--- config.mk ---
export PLATFORM = sky130hd
export DESIGN_NAME = cla_multiword_sequencer
export DESIGN_NICKNAME = d
export VERILOG_FILES = /design/src/rtl/cla_multiword_sequencer_pkg.sv /design/src/rtl/carry_look_ahead.sv /design/src/rtl/cla_multiword_sequencer.sv
export SDC_FILE = /design/constraint.sdc
export NUM_CORES = 1
export LEC_CHECK = 0
export CORE_UTILIZATION = 27
export DETAILED_ROUTE_END_ITERATION = 16
export MAX_ROUTING_LAYER = met4
export PLACE_DENSITY = 0.59
export SKIP_CTS_REPAIR_TIMING = 1
export SLEW_MARGIN = 30
export SYNTH_ARGS = -nofsm -noshare
export SYNTH_HDL_FRONTEND = slang
export SYNTH_SLANG_ARGS = --single-unit
--- constraint.sdc ---
create_clock -name clk -period 5.7 [get_ports clk]
set_input_delay 0.855 -clock clk [delete_from_list [all_inputs] [get_ports clk]]
set_output_delay 0.855 -clock clk [all_outputs]
set_load 0.03 [all_outputs]
--- src/rtl/cla_multiword_sequencer_pkg.sv ---
// Shared types and defaults for the multi-word carry-look-ahead sequencer.
package cla_multiword_sequencer_pkg;

  localparam int unsigned DefaultWidth = 7;
  localparam int unsigned DefaultWords = 2;

  // Encoding 2'd3 is unused and recovers to StA.
  typedef enum logic [1:0] {
    StA   = 2'd0,
    StB   = 2'd1,
    StOut = 2'd2
  } seq_state_e;

endpackage

--- src/rtl/carry_look_ahead.sv ---
// Combinational WIDTH-bit carry-look-ahead adder: {c, s} = a + b + y.
module carry_look_ahead #(
  parameter int unsigned WIDTH = 7
) (
  input  logic [WIDTH-1:0] a,
  input  logic [WIDTH-1:0] b,
  input  logic             y,
  output logic             c,
  output logic [WIDTH-1:0] s
);

  logic [WIDTH-1:0] p;
  logic [WIDTH-1:0] g;
  logic [WIDTH:0]   cy;
  logic             acc;
  logic             term;

  assign p = a ^ b;
  assign g = a & b;

  // Each carry is the flat sum-of-products over generate/propagate terms,
  // not a ripple of the previous carry.
  always_comb begin
    cy   = '0;
    acc  = 1'b0;
    term = 1'b0;
    cy[0] = y;
    for (int i = 0; i < int'(WIDTH); i++) begin
      acc = y;
      for (int j = 0; j <= i; j++) begin
        acc = acc & p[j];
      end
      for (int k = 0; k <= i; k++) begin
        term = g[k];
        for (int j = k + 1; j <= i; j++) begin
          term = term & p[j];
        end
        acc = acc | term;
      end
      cy[i+1] = acc;
    end
  end

  assign s = p ^ cy[WIDTH-1:0];
  assign c = cy[WIDTH];

endmodule

--- src/rtl/cla_multiword_sequencer.sv ---
// Streams two multi-word operands (LS word first, A then B) through one shared
// carry-look-ahead adder, chaining the carry between words.
module cla_multiword_sequencer
  import cla_multiword_sequencer_pkg::*;
#(
  parameter int unsigned WIDTH = DefaultWidth,
  parameter int unsigned WORDS = DefaultWords
) (
  input  logic             clk,
  input  logic             rst,
  input  logic             clr,
  input  logic             in_valid,
  output logic             in_ready,
  input  logic [WIDTH-1:0] in_data,
  output logic             out_valid,
  input  logic             out_ready,
  output logic [WIDTH-1:0] out_data,
  output logic             out_last,
  output logic             out_carry
);

  localparam int unsigned CntW = $clog2(WORDS);
  localparam logic [CntW-1:0] LastCnt = CntW'(WORDS - 1);

  seq_state_e      state_q, state_d;
  logic [WIDTH-1:0] reg_a_q, reg_a_d;
  logic [WIDTH-1:0] reg_b_q, reg_b_d;
  logic             carry_q, carry_d;
  logic [CntW-1:0]  word_cnt_q, word_cnt_d;

  logic             add_c;
  logic [WIDTH-1:0] add_s;
  logic             is_last;

  carry_look_ahead #(
    .WIDTH(WIDTH)
  ) u_cla (
    .a(reg_a_q),
    .b(reg_b_q),
    .y(carry_q),
    .c(add_c),
    .s(add_s)
  );

  assign is_last = (word_cnt_q == LastCnt);

  always_comb begin
    state_d    = state_q;
    reg_a_d    = reg_a_q;
    reg_b_d    = reg_b_q;
    carry_d    = carry_q;
    word_cnt_d = word_cnt_q;
    case (state_q)
      StA: begin
        if (in_valid) begin
          reg_a_d = in_data;
          state_d = StB;
        end
      end
      StB: begin
        if (in_valid) begin
          reg_b_d = in_data;
          state_d = StOut;
        end
      end
      StOut: begin
        if (out_ready) begin
          if (is_last) begin
            carry_d    = 1'b0;
            word_cnt_d = '0;
          end else begin
            carry_d    = add_c;
            word_cnt_d = word_cnt_q + CntW'(1);
          end
          state_d = StA;
        end
      end
      default: state_d = StA;
    endcase
    // Abort discards any handshake that coincides with it.
    if (clr) begin
      state_d    = StA;
      reg_a_d    = reg_a_q;
      reg_b_d    = reg_b_q;
      carry_d    = 1'b0;
      word_cnt_d = '0;
    end
  end

  always_ff @(posedge clk) begin
    if (rst) begin
      state_q    <= StA;
      reg_a_q    <= '0;
      reg_b_q    <= '0;
      carry_q    <= 1'b0;
      word_cnt_q <= '0;
    end else begin
      state_q    <= state_d;
      reg_a_q    <= reg_a_d;
      reg_b_q    <= reg_b_d;
      carry_q    <= carry_d;
      word_cnt_q <= word_cnt_d;
    end
  end

  always_comb begin
    in_ready  = ~rst & ((state_q == StA) | (state_q == StB));
    out_valid = ~rst & (state_q == StOut);
    out_data  = add_s;
    out_last  = (state_q == StOut) & is_last;
    out_carry = out_last & add_c;
  end

endmodule

Fig. 1: wire density map
The bar under the picture is 20 µm long. The die is cut into 12 by 12 equal tiles; dark purple is low, yellow is high, scaled to the fullest tile. Values are wire area over tile area, all layers added.
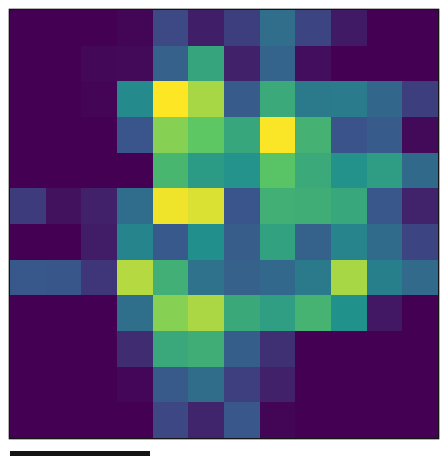
tiles over half the peak: 22%
fullest tile: 0.28
nearly empty tiles: 35%

Fig. 2: clock distribution
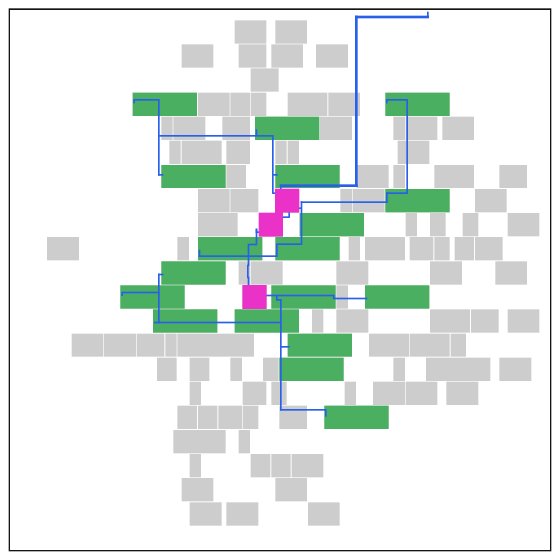
[blue] clock wires | length: 193 µm
[magenta] clock-net drivers | count: 3
[green] flip-flops | count: 18
routed clock nets: 4

==> results_dict.tcl <==
# collected from the flow reports
set metrics [dict create \
    cts_tree "yes" \
    maxCapViolations 0 \
    firstDrtPassIters 4 \
    rsz0062_at_grt "false" \
    grt_pass1_vias 690 \
    post-route-period-util 0.620 \
    netlist_area_um2 938 \
    die_h_um 61.0 \
    wl_per_cell_um 10.7 \
    cts_root_buf "clkbuf_4" \
    largest_class "combinational gates" \
    yosysWarnings 0 \
    slew_headroom 0.540 \
    dp.cells 161 \
    drive_above_1_share 0.0424 \
    hold_slack_ns 0.505 \
    compound_area_frac 0.0653 \
    clock_cell_area_share 0.0181 \
    fmax_ghz 0.283 \
    layout_top_cell "clkdlybuf4s50_1" \
    num-nonclk-inverters 1 \
    ys_seq_share 0.384 \
    ys_cells 96 \
    buf_share 0.177 \
    logic_gates 74 \
    clk_pin_slew_ns 0.09 \
    path_max_fanout 4 \
    grt_max_degree 21 \
    place_congestion 0.674 \
    path_class "flip-flop to primary output" \
    clk_latency_ns 0.28 \
    logic_area_um2 577 \
    warnings 27 \
    adder_share 0.128 \
    fin_nets 141 \
    p_per_area_nw_per_um2 190 \
    pin_count 23 \
    via_per_inst 4.49 \
    r2r-start "reg_a_q[0]" \
    signal_buffers 22 \
    final_cell_mix "22 x clkdlybuf4s50_1, 18 x dfxtp_1, 17 x nor2_1" \
    pre_cts_slack_ns 2.27 \
    avgSynthCellArea_um2 9.78 \
    numSynthFlops 18 \
    comb_share 0.465 \
    numPortBuffers 22 \
    largest_area_cell "dfxtp_1" \
    track_usage 0.112 \
    layout_setup_ws_ns 2.16 \
    endpoint_kind "primary output" \
    drt-total-wl_mm 1.76 \
    p_leak_uw 0.000502 \
    ant_nets 0 \
    grt_overflow 0 \
    logic_family "simple AND/OR/NAND/NOR gates" \
    synthDominantCellAreaShare 0.384 \
    cp_data_arrival_time_ns 2.68 \
    slew_violations 0 \
    syn_nets 117 \
    num_rows 21 \
    n_antenna_cell 0 \
    grt_pass1_wl_mm 3.00 \
    drt_iter0_markers 23 \
    status "completed" \
    cts_buffers 3 \
    dpl.hpwl_mm 1.40 \
    worst_ir_drop_vdd_v 0.0000704 \
    clock-sinks 18 \
    setup-tns-final_ns 0 \
    startpoint "reg_a_q[0]" \
    yosysUniqueCellTypes 30 \
    register_area_um2 360 \
    nClkBuffers 3 \
    fin_crit_ns 3.54 \
    hold_violations 0 \
    hp-start "reg_b_q[1]" \
    simple_gate_share 0.181 \
    place_area_um2 1220 \
    yosys_area_um2 938 \
    tap_cells 46 \
    h-tree-depth 1 \
    tightest_slew_ns 0.688 \
    min_path_type "flip-flop to flip-flop" \
    synthTopCellsByArea "dfxtp_1 38%, mux2i_1 15%, ha_1 11%" \
    die_w_um 61.0 \
    synthXorXnorAreaFrac 0.0747 \
    setup_violations 0 \
]
Fig. 3: where the registers sit
Other sequential cells in the stronger grey, the rest of the logic in the fainter grey.
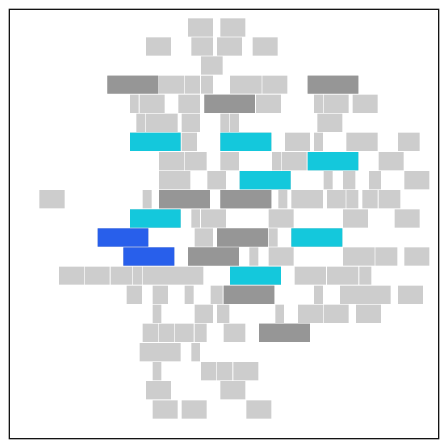
| colour | name in the netlist | placed flops |
|---|---|---|
| cyan | reg_b_q | 7 |
| blue | state_q | 2 |
not coloured: 9

Fig. 4: placed standard cells
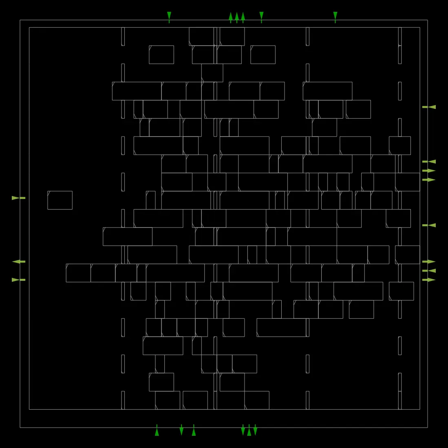
Fill cells: 355
non-filler cells, final: 164
post-route core utilization: 0.372
fraction of area in registers: 0.290
flip-flops: 18

per-layer routing:
metal | global-route usage | part of all wire | vias up
met2 | 0.184 | 0.48 | 17
met3 | 0.0213 | 0.040 | 2
met1 | 0.140 | 0.47 | 337
met4 | 0.0292 | 0.011 | 0
li1 | - | - | 380
met5 | - | 0 | -
final timing paths:
kind | to | slack [ns] | depth (start not counted)
setup / recovery | out_carry | 2.16 | 7
hold / removal | reg_b_q[1] | 0.50 | 2
setup reg to reg | carry_q | 3.74 | 6
hold reg to reg | reg_b_q[1] | 0.50 | 2
synthesized netlist by cell type, drive strengths merged:
library cell  instances
fa                    1
dfxtp                18
and2                  2
a21oi                 2
mux2i                14
nor2                 17
a31oi                 1
a21o                  1
clkbuf                2
xnor2                 4
buf                   1
or4                   1
a22oi                 1
inv                   1
o22ai                 1
nor2b                 1
nor4                  1
ha                    8
and2b                 1
a221oi                1
nand2                 2
nand3                 1
and3                  1
nor4b                 1
xor2                  4
nand2b                2
nor3                  3
o21ai                 3
cells by family after synthesis:
logic type,Yosys count
compound gates,10
xor+xnor,8
fa+ha+maj,9
buf+inv,4
flops,18
mux,14
simple gates,33
state kept, by name (all words and copies together), names as in the netlist:
| name | count |
|---|---|
| carry_q | 1 |
| reg_b_q | 7 |
| is_last | 1 |
| reg_a_q | 7 |
| state_q | 2 |
power breakdown:
group / switching [µW] / total, µW / internal, µW
Sequential: 2.97 / 132 / 129
Clock: 34.9 / 59.4 / 24.5
Combinational: 21.8 / 43.6 / 21.8
Total: 59.7 / 235 / 176
worst max-delay path: stages (launching register included):
cell	delay (ns)
dfxtp_1	0.35
ha_1	0.30
ha_1	0.17
o21ai_0	0.24
a22oi_1	0.23
a221oi_1	0.44
nor2b_1	0.08
clkdlybuf4s50_1	0.60
No activity file was given, so power comes from the tool's default toggle rates.
